==> images/sizing.png <==
Scale bar: 20 µm.
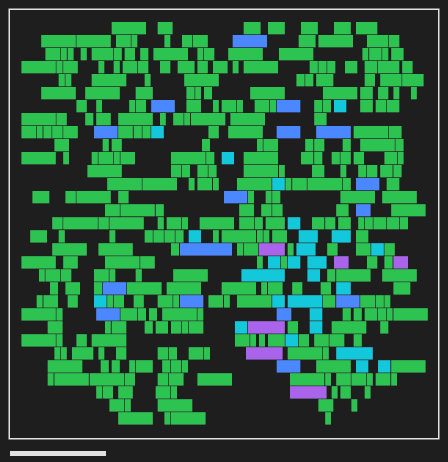
==> images/ff_map.png <==
Scale bar: 20 µm. Other sequential cells in the stronger gray, the rest of the logic in the fainter gray.
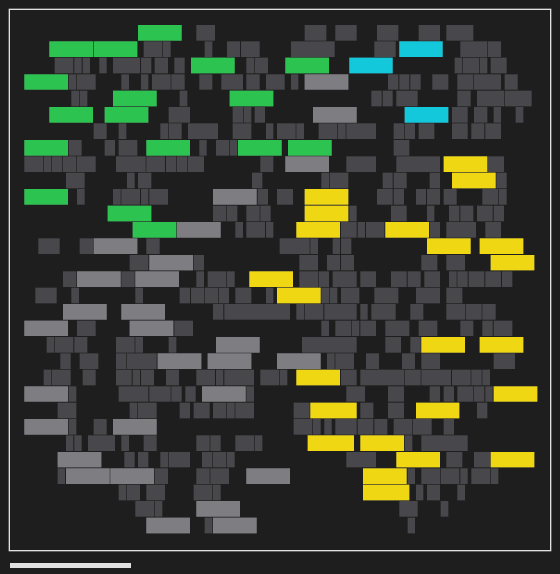
==> images/clock_wires.png <==
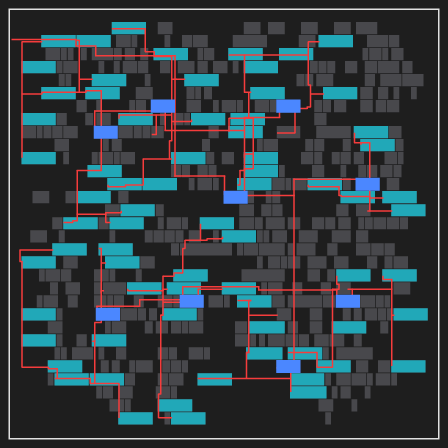
<file path="config.mk">
export PLATFORM = sky130hd
export DESIGN_NAME = letter_stepper
export DESIGN_NICKNAME = d
export VERILOG_FILES = /design/src/rtl/letter_stepper.sv
export SDC_FILE = /design/constraint.sdc
export NUM_CORES = 1
export LEC_CHECK = 0
export ABC_AREA = 0
export CAP_MARGIN = 0
export CORE_MARGIN = 2
export CORE_UTILIZATION = 45
export CTS_CLUSTER_DIAMETER = 50
export DETAILED_ROUTE_END_ITERATION = 10
export PLACE_DENSITY_LB_ADDON = 0.08
export SLEW_MARGIN = 20
export SYNTH_ARGS = -nofsm -noshare
export SYNTH_HDL_FRONTEND = slang
export SYNTH_SLANG_ARGS = --single-unit
</file>
<file path="constraint.sdc">
create_clock -name clk -period 1.8 [get_ports clk]
set_input_delay 0.27 -clock clk [delete_from_list [all_inputs] [get_ports clk]]
set_output_delay 0.27 -clock clk [all_outputs]
set_load 0.01 [all_outputs]
</file>
<file path="src/rtl/letter_stepper.sv">
// Letter-code sequencer: synchronized, debounced run/dir buttons drive a 0..6 stepper at DIV-cycle steps.
// All outputs are registered; a press acts 3+DEBOUNCE_CYCLES cycles after the raw edge. There is no backpressure.

module letter_stepper_debounce #(
   parameter int DEBOUNCE_CYCLES = 120_000
) (
   input  logic clk,
   input  logic rst,
   input  logic btn,
   output logic press
);
   localparam int CW = $clog2(DEBOUNCE_CYCLES + 1);
   localparam logic [CW-1:0] CNT_LAST = CW'(DEBOUNCE_CYCLES - 1);

   logic          sync1_q, sync1_d;
   logic          sync2_q, sync2_d;
   logic          level_q, level_d;
   logic [CW-1:0] cnt_q, cnt_d;
   logic          press_q, press_d;

   always_comb begin
      sync1_d = btn;
      sync2_d = sync1_q;
      level_d = level_q;
      cnt_d   = '0;
      // The counter runs only while the sample disagrees with the accepted level.
      if (sync2_q != level_q) begin
         if (cnt_q == CNT_LAST) begin
            level_d = sync2_q;
         end else begin
            cnt_d = cnt_q + 1'b1;
         end
      end
      press_d = level_d & ~level_q;
   end

   always_ff @(posedge clk) begin
      if (rst) begin
         sync1_q <= 1'b0;
         sync2_q <= 1'b0;
         level_q <= 1'b0;
         cnt_q   <= '0;
         press_q <= 1'b0;
      end else begin
         sync1_q <= sync1_d;
         sync2_q <= sync2_d;
         level_q <= level_d;
         cnt_q   <= cnt_d;
         press_q <= press_d;
      end
   end

   assign press = press_q;
endmodule

module letter_stepper #(
   parameter int CLK_HZ          = 12_000_000,
   parameter int STEP_HZ         = 2,
   parameter int DEBOUNCE_CYCLES = 120_000
) (
   input  logic       clk,
   input  logic       rst,
   input  logic       btn_run,
   input  logic       btn_dir,
   output logic [2:0] bin,
   output logic       running,
   output logic       dir,
   output logic       step_pulse
);
   localparam int DIV = CLK_HZ / STEP_HZ;
   localparam int PW  = (DIV > 1) ? $clog2(DIV) : 1;
   localparam logic [PW-1:0] PRE_LAST = PW'(DIV - 1);

   typedef enum logic {
      ST_RUN   = 1'b0,
      ST_PAUSE = 1'b1
   } state_t;

   state_t        state_q, state_d;
   logic [PW-1:0] pre_q, pre_d;
   logic [2:0]    bin_q, bin_d;
   logic          dir_q, dir_d;
   logic          step_q, step_d;
   logic          tick;
   logic          run_press;
   logic          dir_press;

   letter_stepper_debounce #(.DEBOUNCE_CYCLES(DEBOUNCE_CYCLES)) u_db_run (
      .clk   (clk),
      .rst   (rst),
      .btn   (btn_run),
      .press (run_press)
   );

   letter_stepper_debounce #(.DEBOUNCE_CYCLES(DEBOUNCE_CYCLES)) u_db_dir (
      .clk   (clk),
      .rst   (rst),
      .btn   (btn_dir),
      .press (dir_press)
   );

   always_comb begin
      state_d = state_q;
      pre_d   = pre_q;
      bin_d   = bin_q;
      dir_d   = dir_q;
      step_d  = 1'b0;
      tick    = 1'b0;
      // Prescaler holds its phase while paused so a resume finishes the interrupted step.
      if (state_q == ST_RUN) begin
         tick  = (pre_q == PRE_LAST);
         pre_d = tick ? '0 : pre_q + 1'b1;
      end
      // Step uses the pre-toggle direction; an illegal 7 recovers to 0 either way.
      if (tick) begin
         step_d = 1'b1;
         if (!dir_q) begin
            bin_d = (bin_q >= 3'd6) ? 3'd0 : bin_q + 3'd1;
         end else if (bin_q == 3'd0) begin
            bin_d = 3'd6;
         end else if (bin_q == 3'd7) begin
            bin_d = 3'd0;
         end else begin
            bin_d = bin_q - 3'd1;
         end
      end
      if (run_press) begin
         state_d = (state_q == ST_RUN) ? ST_PAUSE : ST_RUN;
      end
      if (dir_press) begin
         dir_d = ~dir_q;
      end
   end

   always_ff @(posedge clk) begin
      if (rst) begin
         state_q <= ST_RUN;
         pre_q   <= '0;
         bin_q   <= 3'd0;
         dir_q   <= 1'b0;
         step_q  <= 1'b0;
      end else begin
         state_q <= state_d;
         pre_q   <= pre_d;
         bin_q   <= bin_d;
         dir_q   <= dir_d;
         step_q  <= step_d;
      end
   end

   assign bin        = bin_q;
   assign running    = (state_q == ST_RUN);
   assign dir        = dir_q;
   assign step_pulse = step_q;
endmodule

</file>
==> metrics.yaml <==
critical_path:
  worst_r2r_path_depth: 5
  cp_max_fo: 7
  cpPeakStageDelay_ns: 0.47
  path_cells: "ha_4 > nand3b_4 > or3_4 > or4_1 > a21oi_1"
  slowest_stage: "or4_1"
die:
  core_region_area_um2: 7180
  taps: 99
  io_pins: 10
synthesis:
  avgSynthCellArea_um2: 8.86
  ff_type: "dfxtp_1"
  yosys_area_um2: 3290
  ys_warn_count: 0
  synth_top_cell_by_count: "dfxtp_1"
  synth_top_area_share_pct: 43.3
global_route:
  met1_usage_pct: 21.1
  gr-total-overflow: 0
  grt_pass1_wl_mm: 10.5
drt:
  drt_iter0_drc: 46
  dr.pass1.iters: 4
  vias: 2583
  wl_met1_mm: 3.11
final_layout:
  stdcell_count: 504
  fin_nets: 412
  antenna_cells: 0
  reg_top3: "pre_q (23), u_db_dir.cnt_q (17), u_db_run.cnt_q (17)"
cts:
  cts_resized: 0
  cts_tree: "yes"
sta:
  fmax_ghz: 0.582
  period_needed_ns: 1.72
  setup_viol: 0
run_status:
  outcome: "completed"
power:
  seqPwrFrac_pct: 52.8
job:
  drv_cap: 0
Back to the opening pictures, sizing.png:
| color | size | cells | share |
|---|---|---|---|
| green | x1 and smaller | 357 | 88% |
| blue | x6 and larger | 16 | 4.0% |
| purple | x2 | 6 | 1.5% |
| cyan | x3 and x4 | 26 | 6.4% |
Layout area overhead: 17.5%
final worst slack: 0.0813 ns
Signal buffers: 28
Final Cell Area: 3860 µm²

Back to the opening pictures, ff_map.png:
| color | netlist name | flops |
|---|---|---|
| cyan | bin | 3 |
| yellow | pre_q | 23 |
| green | u_db_dir.cnt_q | 17 |
Final Util: 53.8%
Register Area: 1430 µm²

Back to the opening pictures, clock_wires.png:
[blue] clock-net drivers | count: 9
[red] clock wires | length: 899 µm
[cyan] flip-flops | count: 71
routed clock nets: 10
P_clk: 1.34 mW
Final Skew: 0.00908 ns
clk ins delay skew pair: 0.35 ns
clock share of power: 44.5%

Power is estimated from default activity; no workload was simulated.
